### src/rtl/wb_regfile.sv
// Write-back stage: result select, architectural register file with WB->ID bypass,
// and retired-instruction / register-write event counters.
module wb_regfile #(
    parameter int XLEN = 32,
    parameter int NREG = 32,
    parameter int CNTW = 32,
    localparam int AW  = $clog2(NREG)
) (
    input  logic            clk,
    input  logic            reset,
    input  logic            RegWriteW,
    input  logic [1:0]      ResultSrcW,
    input  logic            ValidW,
    input  logic [AW-1:0]   RdW,
    input  logic [XLEN-1:0] ALUResultW,
    input  logic [XLEN-1:0] ReadDataW,
    input  logic [XLEN-1:0] PCPlus4W,
    input  logic [AW-1:0]   A1D,
    input  logic [AW-1:0]   A2D,
    output logic [XLEN-1:0] ResultW,
    output logic [XLEN-1:0] RD1D,
    output logic [XLEN-1:0] RD2D,
    output logic [CNTW-1:0] RetireCnt,
    output logic [CNTW-1:0] WriteCnt
);

    logic [XLEN-1:0] regs_r [NREG];
    logic [CNTW-1:0] retire_cnt_r;
    logic [CNTW-1:0] write_cnt_r;
    logic [XLEN-1:0] result_s;
    logic [XLEN-1:0] rd1_s;
    logic [XLEN-1:0] rd2_s;
    logic            we_s;

    // Write-back source select; the reserved encoding falls back to the ALU result.
    always_comb begin
        result_s = ALUResultW;
        case (ResultSrcW)
            2'b00:   result_s = ALUResultW;
            2'b01:   result_s = ReadDataW;
            2'b10:   result_s = PCPlus4W;
            default: result_s = ALUResultW;
        endcase
    end

    assign we_s = RegWriteW & ValidW & (RdW != {AW{1'b0}}) & ~reset;

    // Read port 1: x0 wins over bypass, bypass wins over storage.
    always_comb begin
        rd1_s = {XLEN{1'b0}};
        if (reset || (A1D == {AW{1'b0}})) begin
            rd1_s = {XLEN{1'b0}};
        end else if (we_s && (A1D == RdW)) begin
            rd1_s = result_s;
        end else begin
            rd1_s = regs_r[A1D];
        end
    end

    // Read port 2: same priority as port 1.
    always_comb begin
        rd2_s = {XLEN{1'b0}};
        if (reset || (A2D == {AW{1'b0}})) begin
            rd2_s = {XLEN{1'b0}};
        end else if (we_s && (A2D == RdW)) begin
            rd2_s = result_s;
        end else begin
            rd2_s = regs_r[A2D];
        end
    end

    // Register commit and event counters; counters wrap rather than saturate.
    always_ff @(posedge clk or posedge reset) begin
        if (reset) begin
            for (int i = 0; i < NREG; i++) begin
                regs_r[i] <= {XLEN{1'b0}};
            end
            retire_cnt_r <= {CNTW{1'b0}};
            write_cnt_r  <= {CNTW{1'b0}};
        end else begin
            if (we_s) begin
                regs_r[RdW] <= result_s;
                write_cnt_r <= write_cnt_r + {{(CNTW-1){1'b0}}, 1'b1};
            end
            if (ValidW) begin
                retire_cnt_r <= retire_cnt_r + {{(CNTW-1){1'b0}}, 1'b1};
            end
        end
    end

    assign ResultW   = result_s;
    assign RD1D      = rd1_s;
    assign RD2D      = rd2_s;
    assign RetireCnt = retire_cnt_r;
    assign WriteCnt  = write_cnt_r;

endmodule

### config.mk
export PLATFORM = sky130hd
export DESIGN_NAME = wb_regfile
export DESIGN_NICKNAME = d
export VERILOG_FILES = /design/src/rtl/wb_regfile.sv
export SDC_FILE = /design/constraint.sdc
export NUM_CORES = 2
export LEC_CHECK = 0
export CORE_MARGIN = 2
export CORE_UTILIZATION = 61
export CTS_CLUSTER_SIZE = 8
export DETAILED_ROUTE_END_ITERATION = 7
export PLACE_DENSITY = 0.88
export REMOVE_ABC_BUFFERS = 1
export SLEW_MARGIN = 10
export SYNTH_ARGS = -nofsm -noshare
export SYNTH_HDL_FRONTEND = slang
export SYNTH_SLANG_ARGS = --single-unit
### constraint.sdc
create_clock -name clk -period 41.3 [get_ports clk]
set_input_delay 6.195 -clock clk [delete_from_list [all_inputs] [get_ports clk]]
set_output_delay 6.195 -clock clk [all_outputs]
set_load 0.005 [all_outputs]
==> qor.tcl <==
set qor(numCtsBuffers) 154
set qor(detailroute.wirelength.met2_um) 83300
set qor(violations) {design-rule violations}
set qor(cp_max_fanout) 71
set qor(period_used_pct) 41.2
set qor(pwr-share-seq_pct) 44.4
set qor(sequentialPower_uw) 1210
set qor(detailedPlacementHpwl_um) 108000
set qor(grt_setup_unrepaired) {no}
set qor(top_register) {regs_r}
set qor(simple_gate_area_share_pct) 8.46
set qor(critPathCaptureType) {primary output}
set qor(timing.rr.end) {RetireCnt[30]$_DFFE_PP0P_}
set qor(final_core_utilization_pct) 69.1
set qor(wire_length_of_the_first_global_routing_pass_um) 293000
set qor(pg_comb_uw) 373
set qor(worstSetupPathType) {input port to primary output}
set qor(floorplan_stage_core_utilization_pct) 61.4
set qor(root_buffer) {sky130_fd_sc_hd__clkbuf_16}
set qor(synthAdderAreaFrac_pct) 0.0890
set qor(post_synthesis_sequential_area_ratio_pct) 48.4
set qor(grt_use_met3_pct) 17.4
set qor(grt.met1_usage_pct) 49.8
set qor(routed.top_layer) {met5}
set qor(vias_post_dr) 48900
set qor(placed_cells) 6252
set qor(syn_avg_cell_area_um2) 10.7
set qor(critPathLaunch) {A1D[0]}
set qor(synth-compound-area-share_pct) 17.4
set qor(fill_cells) 5699
set qor(final_design_area_no_fill_mm2) 0.0632
set qor(grt_pass1_vias) 49900
set qor(min_path_cells) 0
set qor(clock.latency.late_pin_ns) 0.76
set qor(irDropWorstVdd_uv) 38.6
set qor(rrSetupSlack_ns) 39.21
set qor(vias_per_cell) 7.61
set qor(worst_hold_check_slack_ns) 0.395
set qor(maxSlewHeadroom_pct) 3.98
set qor(final_nets) 5344
set qor(grt_util_all_layers_pct) 41.0
set qor(placeableCoreArea_mm2) 0.0915
set qor(antenna_violations_before_repair) 8
set qor(floorplan.die.width_um) 308
set qor(drt-met1-wl_um) 61700
set qor(xor_area_share_pct) 1.12
set qor(top_level_ports) 277
set qor(finalPower_uw) 2720
set qor(yosys-stat-cells) 5238
set qor(drc_errors) 1
set qor(largest_net_degree_at_the_start_of_global_routing) 207
set qor(ys_types) 44
set qor(cp.required_ns) 35.10
set qor(worst_hold_path_type) {flip-flop to flip-flop}
set qor(final_period_minus_worst_setup_slack_ns) 17.03
set qor(cts_tree) {done}
set qor(finalSetupViolCount) 0
set qor(fmaxAchievable_mhz) 58.7
set qor(synth-area-yosys_mm2) 0.0562
set qor(detailedRoute.firstIterationViolations) 8635
set qor(pwr-share-clk_pct) 41.8
set qor(fin_setup_tns_ns) 0
set qor(drt_first_pass_iters) 8
set qor(gr-max-usage-layer) {met2}
set qor(top_logic_kind) {multiplexers}
set qor(detailed_place.area_mm2) 0.0591
set qor(finalMaxSlewViolations) 0
set qor(share_comb_of_total_power_pct) 13.7
set qor(placement.setup.worst_slack_ns) 24.68
set qor(crit_arrival_ns) 10.84
set qor(clk_pin_slew_ns) 0.05
set qor(gpl.final_weighted_congestion) 0.924
set qor(lay_top_cells) {sky130_fd_sc_hd__dfrtp_1 (1088), sky130_fd_sc_hd__nand2_1 (1057), sky130_fd_sc_hd__o21ai_1 (909), sky130_fd_sc_hd__mux4_2 (384), sky130_fd_sc_hd__clkdlybuf4s50_1 (268)}
set qor(hold_fix_buffers_at_cts) 0
set qor(clock_sinks) 1088
set qor(worstHoldStart) {regs_r[1007]$_DFFE_PP0P_}
set qor(synth_area_mm2) 0.0562
set qor(synth-warning-count) 0
set qor(cts-root-to-sink-buffers) 3
set qor(power_density_mw_per_mm2) 43.0
set qor(postRouteWirelength_um) 193000
set qor(die-height_um) 308
set qor(area_added_between_synthesis_and_finish_pct) 12.5
set qor(flip_flop_count_of_the_largest_register_all_copies_and_words_added) 1024
set qor(worst_pin_slew_ns) 1.43
set qor(instances_no_fill) 6426
set qor(internal-power_uw) 1960
set qor(mux_area_share_pct) 20.0
set qor(netSwitchingFraction_pct) 27.8
set qor(most_common_logic_cell_in_the_routed_design) {sky130_fd_sc_hd__dfrtp_1}
set qor(power.net_switching_uw) 754
set qor(maxCapViolCount) 0
set qor(r2r-start) {RetireCnt[0]$_DFFE_PP0P_}
set qor(openroad.warnings) 42
set qor(ctsResizeCount) 0
set qor(status) {finished with violations}
set qor(drive_above_1_share_pct) 13.8
## final cells by class
type                    count  area [um^2]  share of cell area [%]
diodes                      3         7.51                  0.0119
clock buffers             156         3880                    6.14
clock inverters            14          233                   0.368
inverters                  39          154                   0.243
multi-input cells        3561        26600                    42.1
flip-flops and latches   1088        27200                    43.1
well taps                1186         1480                    2.35
repair buffers            379         3610                    5.70
## synth_stat cells, drive strengths merged
master / count / area, um^2
mux2: 1 / 11.3
mux2i: 256 / 2560
nor3: 7 / 40.0
a22oi: 224 / 1680
mux4: 384 / 8650
and3: 16 / 100
buf: 161 / 960
and4: 6 / 52.6
nand3b: 1 / 7.51
o21a: 33 / 248
and3b: 3 / 26.3
dfrtp: 1088 / 27200
o21bai: 64 / 480
nand2: 1088 / 4090
nor4: 4 / 31.3
a21oi: 128 / 641
a221oi: 128 / 1120
nand3: 24 / 120
a211o: 64 / 561
nor2b: 5 / 31.3
nor2: 21 / 86.3
o21ai: 995 / 4980
o2111ai: 5 / 43.8
o211ai: 2 / 25.0
or2: 1 / 6.26
nor3b: 5 / 37.5
xor2: 12 / 105
ha: 4 / 50.1
nand4: 15 / 93.8
clkbuf: 389 / 1460
or3: 1 / 6.26
and2: 3 / 18.8
or4: 1 / 7.51
inv: 39 / 146
xnor2: 60 / 526
## worst max-delay path, cell delays in order
cell and delay [ns]:
sky130_fd_sc_hd__buf_8 0.56, sky130_fd_sc_hd__buf_4 0.77, sky130_fd_sc_hd__buf_4 0.93, sky130_fd_sc_hd__mux2i_1 0.20, sky130_fd_sc_hd__a221oi_1 0.40, sky130_fd_sc_hd__a22oi_1 0.15
sky130_fd_sc_hd__a21oi_1 0.64, sky130_fd_sc_hd__a211o_1 0.30, sky130_fd_sc_hd__clkdlybuf4s50_1 0.54
Figure 1. Clock wiring as the flow saved it.
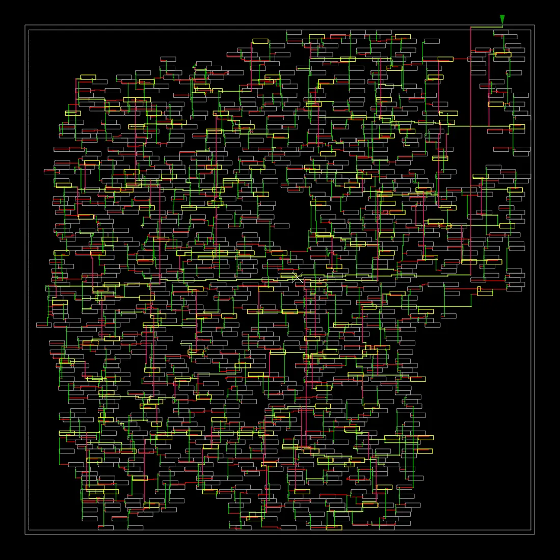
skew final: 0.00981 ns
Power Clock: 1140 uW
num sequential: 1088

Figure 2. Placed cells, one colour a class.
Scale bar: 100 um.
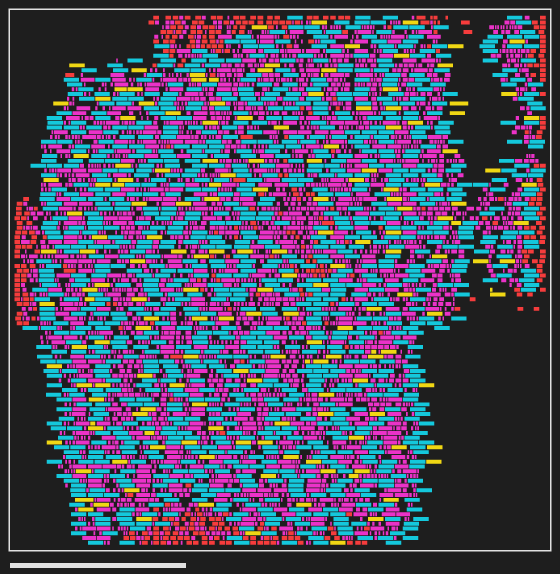
Yellow is clock drivers and dummy loads, cells 170. Magenta is all other logic, cells 3600. Red is other buffers and delay cells, cells 379. Cyan is flops, cells 1088.

Power and IR drop assume default switching activity.
